File: config.mk
export PLATFORM = sky130hd
export DESIGN_NAME = fifo_rd_stream
export DESIGN_NICKNAME = d
export VERILOG_FILES = /design/src/rtl/fifo_rd_stream_pkg.sv /design/src/rtl/fifo_rd_stream.sv
export SDC_FILE = /design/constraint.sdc
export NUM_CORES = 1
export LEC_CHECK = 0
export CAP_MARGIN = 20
export CORE_ASPECT_RATIO = 0.75
export CORE_UTILIZATION = 40
export DETAILED_ROUTE_END_ITERATION = 6
export GPL_ROUTABILITY_DRIVEN = 1
export PLACE_DENSITY_LB_ADDON = 0.15
export SETUP_SLACK_MARGIN = 0.2
export SYNTH_ARGS = -nofsm -noshare
export SYNTH_HDL_FRONTEND = slang
export SYNTH_SLANG_ARGS = --single-unit
File: constraint.sdc
create_clock -name r_clk -period 4.1 [get_ports r_clk]
set_input_delay 0.82 -clock r_clk [delete_from_list [all_inputs] [get_ports r_clk]]
set_output_delay 0.82 -clock r_clk [all_outputs]
set_load 0.005 [all_outputs]
File: src/rtl/fifo_rd_stream_pkg.sv
// Shared constants for the FIFO read-side stream adapter.
package fifo_rd_stream_pkg;
    localparam int DEPTH_BUF = 2;
    localparam int XFER_W    = 16;

    typedef logic [XFER_W-1:0] xfer_t;
endpackage

File: src/rtl/fifo_rd_stream.sv
// Turns a registered-output FIFO read port into a valid/ready stream through a
// 2-entry skid buffer, sustaining one beat per cycle despite the read latency.
module fifo_rd_stream
    import fifo_rd_stream_pkg::*;
#(
    parameter int W = 8
) (
    input  logic         r_clk,
    input  logic         r_rst_n,
    input  logic         fifo_empty,
    input  logic [W-1:0] fifo_dout,
    output logic         fifo_rd_en,
    output logic [W-1:0] m_data,
    output logic         m_valid,
    input  logic         m_ready,
    output logic [1:0]   level,
    output xfer_t        xfer_cnt
);

    logic [1:0]   cnt_q, cnt_d;
    logic         inflight_q;
    logic [W-1:0] head_q, head_d;
    logic [W-1:0] tail_q, tail_d;
    xfer_t        xfer_q, xfer_d;

    logic         pop;
    logic [1:0]   post;
    logic [2:0]   occ;

    assign pop = m_valid && m_ready;
    // pop implies cnt_q >= 1, so the subtraction cannot underflow.
    assign occ = {1'b0, cnt_q} + {2'b00, inflight_q} - {2'b00, pop};
    assign fifo_rd_en = r_rst_n && !fifo_empty && (occ < 3'(DEPTH_BUF));

    always_comb begin
        head_d = head_q;
        tail_d = tail_q;
        post   = cnt_q - {1'b0, pop};
        if (pop && cnt_q == 2'd2) head_d = tail_q;
        // A returning word goes behind whatever survives this cycle's pop.
        if (inflight_q) begin
            if (post == 2'd0) head_d = fifo_dout;
            else              tail_d = fifo_dout;
        end
        cnt_d  = post + {1'b0, inflight_q};
        xfer_d = xfer_q + XFER_W'(pop);
    end

    always_ff @(posedge r_clk or negedge r_rst_n) begin
        if (!r_rst_n) begin
            cnt_q      <= '0;
            inflight_q <= 1'b0;
            head_q     <= '0;
            tail_q     <= '0;
            xfer_q     <= '0;
        end else begin
            cnt_q      <= cnt_d;
            inflight_q <= fifo_rd_en;
            head_q     <= head_d;
            tail_q     <= tail_d;
            xfer_q     <= xfer_d;
        end
    end

    assign m_valid  = (cnt_q != 2'd0);
    assign m_data   = head_q;
    assign level    = cnt_q;
    assign xfer_cnt = xfer_q;

endmodule

run_1/layers.png
Scale: 8 px per um. Only two layers are drawn.
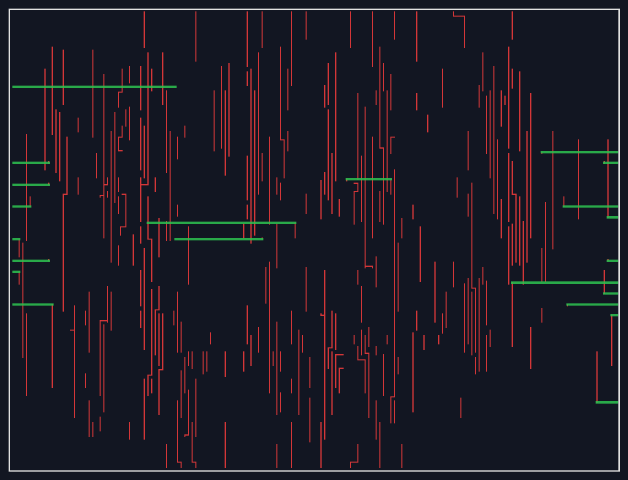
Key: M3 = green [wire length 121 um]; M2 = red [wire length 1570 um]
drt total wl: 3282 um
wire per inst: 15.06 um
Vias: 1083
total track usage: 16.27%

run_1/util_map.png
Scale: 4 px per um. The die is cut into 8 by 6 equal tiles; white is low, dark blue is high, 0 to 100% covered.
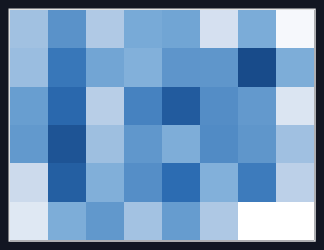
13% of the tiles are over 75% full. The mean over all tiles is 49%. The fullest tile reaches 89%. 4.2% of the tiles are nearly empty. The emptiest ninth of the die: bottom right.
core outline area: 3804 sq um
fp util: 43.26%
final core occ: 57.86%

==> results.yml, run 1 <==
# generated from flow reports
detailed_routing:
  ant_nets: 0
  drt_first_iter_violations: 35
  drc: 0
  dr.pass1.iters: 4
  via_per_inst: 4.968
logic_synthesis:
  ys_seq_share_pct: 53.23
  top_cell_area_share_pct: 53.23
  ys.flops: 35
  netlist_area_sq_um: 1645
  yosys-top-cells-area: "dfrtp_1 (53%), mux2_4 (15%), mux2_2 (5.5%)"
  ys_cells: 119
  yosysChipArea_sq_um: 1645
  syn_avg_cell_area_sq_um: 13.83
  synth_warnings: 0
  synth_cells: 119
  top_area_cell: "dfrtp_1"
  ys_types: 25
  syn_nets: 135
setup_path:
  cp_max_fo: 5
  critPathKind: "in -> out"
  critical_path_arrival_ns: 2.95
  path_cells: "clkdlybuf4s50_1, and2_1, nor2b_1, fa_1, xor2_1, nor3_2, clkdlybuf4s50_1"
  endpoint_kind: "output port"
  startpoint_type: "input port"
  cpMaxStageDelayCell: "clkdlybuf4s50_1"
  cp_common_cell: "clkdlybuf4s50_1"
  cpPeakStageDelay_ns: 0.53
  critPathRequiredTime_ns: 3.28
layout:
  seqCellArea_sq_um: 875.8
  antenna_cells: 0
  drive_above_1_share_pct: 23.49
  nFillCells: 315
  combGateArea_sq_um: 755.7
  area_growth_pct: 33.76
  stdcell_count: 218
  final_cell_area_sq_um: 2201
  nets: 181
power_and_ir_drop:
  power.total_mw: 1.344
  power_density_nw_per_um2: 610.6
  ir_drop_v: 0.0003631
  leakage_nw: 1.013
clocking:
  htreeDepth: 2
  cts.path.max_buffers: 2
  cts_tree: "done"
  numCtsBuffers: 5
  cts_setup_buffers: 0
  clock_sinks: 35
  path_clk_slew_ns: 0.07
  clock-root-buffer: "clkbuf_8"
global_route:
  antenna_found_initial: 0
  grt_max_degree: 36
  grt_first_pass_wirelength_um: 5409
  grt_pass1_vias: 1095
  grt-ovfl-total: 0
place:
  place_inst: 210
  io_buffers: 39
  gp_congestion: 0.7274
  dp_hpwl_um: 2390
  dp_slack_ns: 0.2545
  placed_cell_area_sq_um: 2092
timing:
  tightest_slew_ns: 0.6912
  maxSlewViolCount: 0
  fin_tns_setup_ns: 0
  fmax_ghz: 0.2651
  finalSetupViolations: 0
  period_used_pct: 91.99
  maxSlewHeadroom_pct: 53.78
  min_period_ns: 3.772
  rsz0062_at_grt: "no"
  hold_viol_final: 0
  setup_ws_ns: 0.3284
run:
  maxCapViolCount: 0
  warnings: 26
status:
  status: "finished clean"
die:
  num_rows: 19
  io_pins: 40
  dieArea_sq_um: 4376
  chipWidth_um: 76.06
  dieHeight_um: 57.54
min_path:
  hold_class: "reg -> reg"
run_1/clock_wires.png
Scale: 8 px per um.
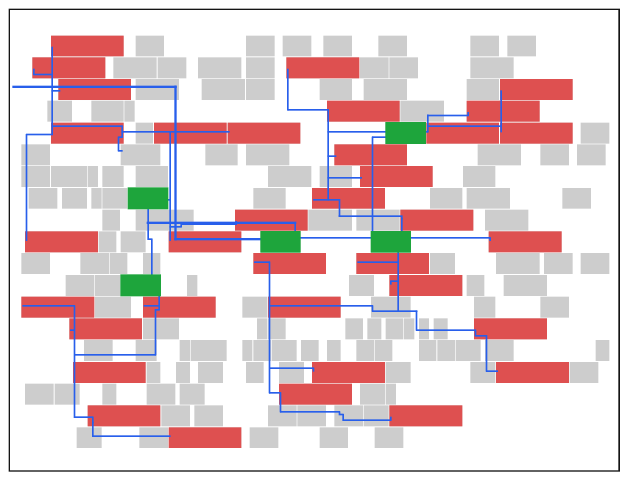
Key: flip-flops = red [count 35]; clock-net drivers = green [count 5]; clock wires = blue [length 432 um]
There are 6 routed clock nets. Position of the flops: widely spread.
Clock Skews: 0.008245 ns
Latency at later pin: 0.28 ns
Clk pwr share: 20.4%
clock network power: 275 uW

## run 1: cells by family after synthesis
family / synth area share [%]
adder cells (fa/ha/maj): 3.498
AND-OR/OR-AND: 0.5324
flip-flops: 53.23
multiplexers: 20.08
buffers and inverters: 1.141
AND/OR/NAND/NOR: 12.47
XOR/XNOR: 9.050
## run 1: flip-flops by register name, indices dropped and copies added (netlist names)
register    count
inflight_q      1
m_data          8
tail_q          8
level           2
xfer_cnt       16
## run 1: cell type report
| type | count | area share [%] |
|---|---|---|
| Inverter | 2 | 0.3411 |
| Tap cell | 52 | 2.956 |
| Sequential cell | 35 | 39.80 |
| Clock buffer | 7 | 4.377 |
| Clock inverter | 1 | 0.3411 |
| Timing Repair Buffer | 40 | 17.85 |
| Multi-Input combinational cell | 81 | 34.34 |
## run 1: worst max-delay path: cells and delay by family
family	cells	cell delay (ns)
simple gates	3	0.54
xor+xnor	1	0.17
fa+ha+maj	1	0.40
buf+inv	2	1.01
## run 1: report_power, final
group / internal [mW] / switching (mW)
logic: 0.354 / 0.160
registers: 0.458 / 0.0969
clock network: 0.153 / 0.122
## run 1: cells in the mapped netlist, drive strengths merged
master and count:
nand4 6, fa 1, xor2 8, nand2 7
and2 1, nand2b 1, nor2b 2, nor2 1
nand3 5, nor3 2, or3 2, o21ai 1
nand3b 2, inv 2, or2 1, and4 1
dfrtp 35, nor4 4, ha 3, xnor2 9
buf 1, mux2 24
## run 1: layer usage
metal	track usage [%]	part of all wire [%]
met1	22.71	48
met2	25.58	48
met4	4.121	0.58
met3	4.160	3.7
met5	0	0
## run 1: cell usage in the layout (no fill, tap or decap)
cell / instances
mux2_4: 16
nand2b_1: 1
nand4_1: 5
nor2b_1: 2
buf_4: 1
nor3_1: 1
nor4_1: 4
o21ai_2: 1
nand3_1: 5
buf_2: 1
and4_1: 1
and2_1: 1
nor2_1: 1
ha_1: 3
or3_1: 2
nand2_1: 7
inv_1: 2
clkdlybuf4s50_1: 38
xnor2_1: 9
dfrtp_1: 35
mux2_2: 8
nand4_2: 1
clkinvlp_4: 1
nor3_2: 1
or2_2: 1
nand3b_1: 1
clkbuf_8: 7
nand3b_2: 1
fa_1: 1
xor2_1: 8
## run 1: metrics by stage
step / hold WS, ns / util [%]
after floorplan: 0.4647 / -
after global placement: 0.4814 / 55.00
after detailed placement: 0.4887 / 55.00
after CTS: 0.4989 / 57.73
after global routing: 0.5065 / 57.86
final: 0.4957 / 57.86
## run 1: worst paths after layout
check	start	to	slack, ns	cells past startpoint
max in group asynchronous	r_rst_n	xfer_cnt[1]$_DFF_PN0_	3.15	2
max reg2reg	level[1]$_DFF_PN0_	xfer_cnt[10]$_DFF_PN0_	1.94	7
min reg2reg	xfer_cnt[15]$_DFF_PN0_	xfer_cnt[15]$_DFF_PN0_	0.50	1
min in group asynchronous	r_rst_n	xfer_cnt[10]$_DFF_PN0_	0.63	2
max	m_ready	fifo_rd_en	0.33	7
min	xfer_cnt[15]$_DFF_PN0_	xfer_cnt[15]$_DFF_PN0_	0.50	1
## run 1: timing repair
action | CTS | global route
resized | 0 | 1
endpoints found under the setup margin | 0 | 1
hold buffers | 0 | 0
--- run 2 (diff from run 1) ---
- CELL_PAD_IN_SITES_DETAIL_PLACEMENT: not set -> 0
- CELL_PAD_IN_SITES_GLOBAL_PLACEMENT: not set -> 1
- CORE_MARGIN: not set -> 3
==> results.yml, run 2 <==
# generated from flow reports
logic_synthesis:
  synth_cells: 119
  flop_cell: "dfrtp_1"
  top_area_cell: "dfrtp_1"
  syn_avg_cell_area_sq_um: 13.83
  edf_count: 0
  synth_warnings: 0
  synthTopCellsByCount: "dfrtp_1 (35), mux2_4 (16), xnor2_1 (9)"
  ys_types: 25
  ys_cells: 119
  ys_seq_share_pct: 53.23
  synth.most_common_cell: "dfrtp_1"
  netlist_area_sq_um: 1645
  ys.flops: 35
  top_cell_area_share_pct: 53.23
  yosys-top-cells-area: "dfrtp_1 (53%), mux2_4 (15%), mux2_2 (5.5%)"
  syn_nets: 135
die:
  coreArea_sq_um: 3804
  dieHeight_um: 61.54
  dieArea_sq_um: 4927
  num_rows: 19
  io_pins: 40
  initial_core_util_pct: 43.26
  chipWidth_um: 80.06
detailed_routing:
  drc: 0
  dr.pass1.iters: 4
  finalWirelength_um: 3238
clocking:
  cts_tree: "done"
  cts.path.max_buffers: 2
  numCtsBuffers: 5
  clock-root-buffer: "clkbuf_8"
  path_clk_slew_ns: 0.06
  clock_sinks: 35
  clkLatencyLatePin_ns: 0.28
timing:
  rsz0062_at_grt: "no"
  period_used_pct: 92.14
  min_period_ns: 3.778
  holdWs_ns: 0.4654
  maxSlewHeadroom_pct: 53.84
  setup_ws_ns: 0.3224
  maxSlewViolCount: 0
  fin_tns_setup_ns: 0
  fmax_ghz: 0.2647
place:
  placed_cell_area_sq_um: 2092
  dp_hpwl_um: 2400
  gp_congestion: 0.7750
  dp_slack_ns: 0.2361
setup_path:
  critPathRequiredTime_ns: 3.28
  worst-r2r-cell-count: 7
  critical_path_arrival_ns: 2.96
  r2r_end: "xfer_cnt[12]$_DFF_PN0_"
  endpoint_kind: "output port"
  startpoint_type: "input port"
  rrSetupSlack_ns: 1.91
  cp_max_fo: 5
  regToRegStartpoint: "level[1]$_DFF_PN0_"
min_path:
  whs_endpoint: "xfer_cnt[15]$_DFF_PN0_"
  min_path_cells: 1
  hold_class: "reg -> reg"
  hold_start: "xfer_cnt[15]$_DFF_PN0_"
layout:
  seqCellArea_sq_um: 875.8
  area_growth_pct: 32.32
  final_cell_area_sq_um: 2177
  combGateArea_sq_um: 755.7
  antenna_cells: 0
  layout_top_cell: "clkdlybuf4s50_1"
  nFillCells: 338
global_route:
  grt-ovfl-total: 0
  grt_max_degree: 36
  grt_first_pass_wirelength_um: 5306
  antenna_found_initial: 0
  grt_util_all_layers_pct: 14.86
power_and_ir_drop:
  power_density_nw_per_um2: 590.4
  power.total_mw: 1.285
  ir_drop_v: 0.0003876
status:
  status: "finished clean"
run:
  maxCapViolCount: 0
## run 2: cell counts after synthesis
No cell type changed its count.
## run 2: how the worst max path moves through the flow
stage	start	endpoint	slack, ns	cells after the start
2_1_floorplan	m_ready	fifo_rd_en	1.41	5
3_3_place_gp	m_ready	fifo_rd_en	0.36	7
3_5_place_dp	m_ready	fifo_rd_en	0.24	7
4_1_cts	m_ready	fifo_rd_en	0.22	7
5_1_grt	m_ready	fifo_rd_en	0.21	7
6_report	m_ready	fifo_rd_en	0.32	7
## run 2: timing repair
item / CTS / global route
setup endpoints to repair: 0 / 1
hold endpoints to repair: 0 / 0
buffers inserted: 0 / 1
gates resized: 0 / 1
hold buffers: 0 / 0
## run 2: logic make-up (layout without fill, tap and decap cells)
| logic type | Yosys count | count (layout) | synth area share, % |
|---|---|---|---|
| buf+inv | 3 | 49 | 1.141 |
| xor+xnor | 17 | 17 | 9.050 |
| fa+ha+maj | 4 | 4 | 3.498 |
| mux | 24 | 24 | 20.08 |
| simple gates | 35 | 35 | 12.47 |
| flops | 35 | 35 | 53.23 |
| compound gates | 1 | 1 | 0.5324 |
## run 2: metal layers
metal | wire length (um) | up-vias | share of wire (%)
met3 | 187 | 8 | 5.8
met4 | 57 | 0 | 1.8
li1 | - | 516 | -
met1 | 1566 | 520 | 48
met5 | 0 | - | 0
met2 | 1426 | 27 | 44
## run 2: power by group
part / total, mW / leakage (nW) / switching, mW / internal (mW)
clock network: 0.218 / 0.0371 / 0.105 / 0.113
logic: 0.511 / 0.523 / 0.155 / 0.356
registers: 0.557 / 0.445 / 0.0977 / 0.459
## run 2: stage by stage
stage,cells,utilization [%]
detailed placement,210,55.00
floorplan,119,-
global route,217,57.24
finish,217,57.24
CTS,216,56.91
global placement,210,55.00
## run 2: cell type report
cell class	instances	area share, %
Inverter	2	0.3448
Multi-Input combinational cell	81	34.71
Sequential cell	35	40.23
Tap cell	52	2.989
Timing Repair Buffer	41	18.39
Clock buffer	6	3.333
## run 2: worst max-delay path: stages
cell	delay [ns]
clkdlybuf4s50_1	0.49
and2_1	0.19
nor2b_1	0.14
fa_1	0.41
xor2_1	0.16
nor3_2	0.22
clkdlybuf4s50_1	0.53
run_2/layers.png
Scale: 8 px per um. Only two layers are drawn.
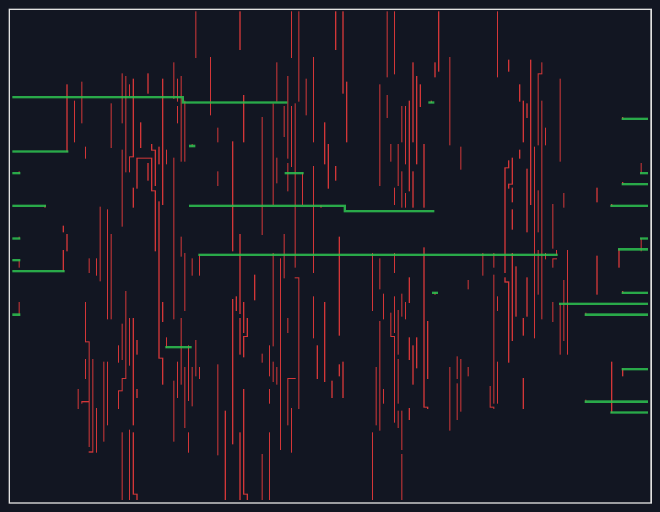
Key: M2 = red [wire length 1430 um]; M3 = green [wire length 187 um]
Vias: 1071
wire per inst: 14.92 um

run_2/clock_wires.png
Scale: 8 px per um.
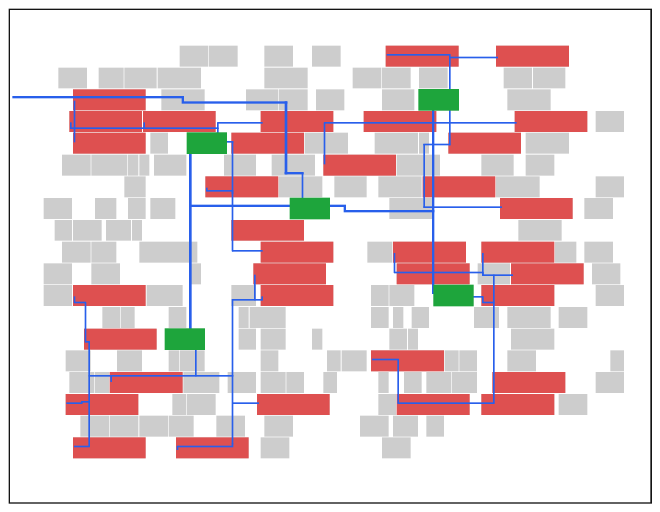
Key: flip-flops = red [count 35]; clock-net drivers = green [count 5]; clock wires = blue [length 414 um]
There are 6 routed clock nets.
Clk pwr share: 16.9%
Clock Skews: 0.005771 ns
clock network power: 218 uW

run_2/congestion_map.png
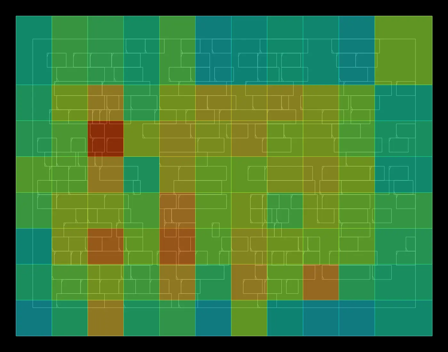
Global Route met1 Usage: 20.22%
GRT met3 Usage: 4.678%
Top Usage Layer GRT: met2

Power figures rest on the tool's default switching activity, not on a simulated workload.
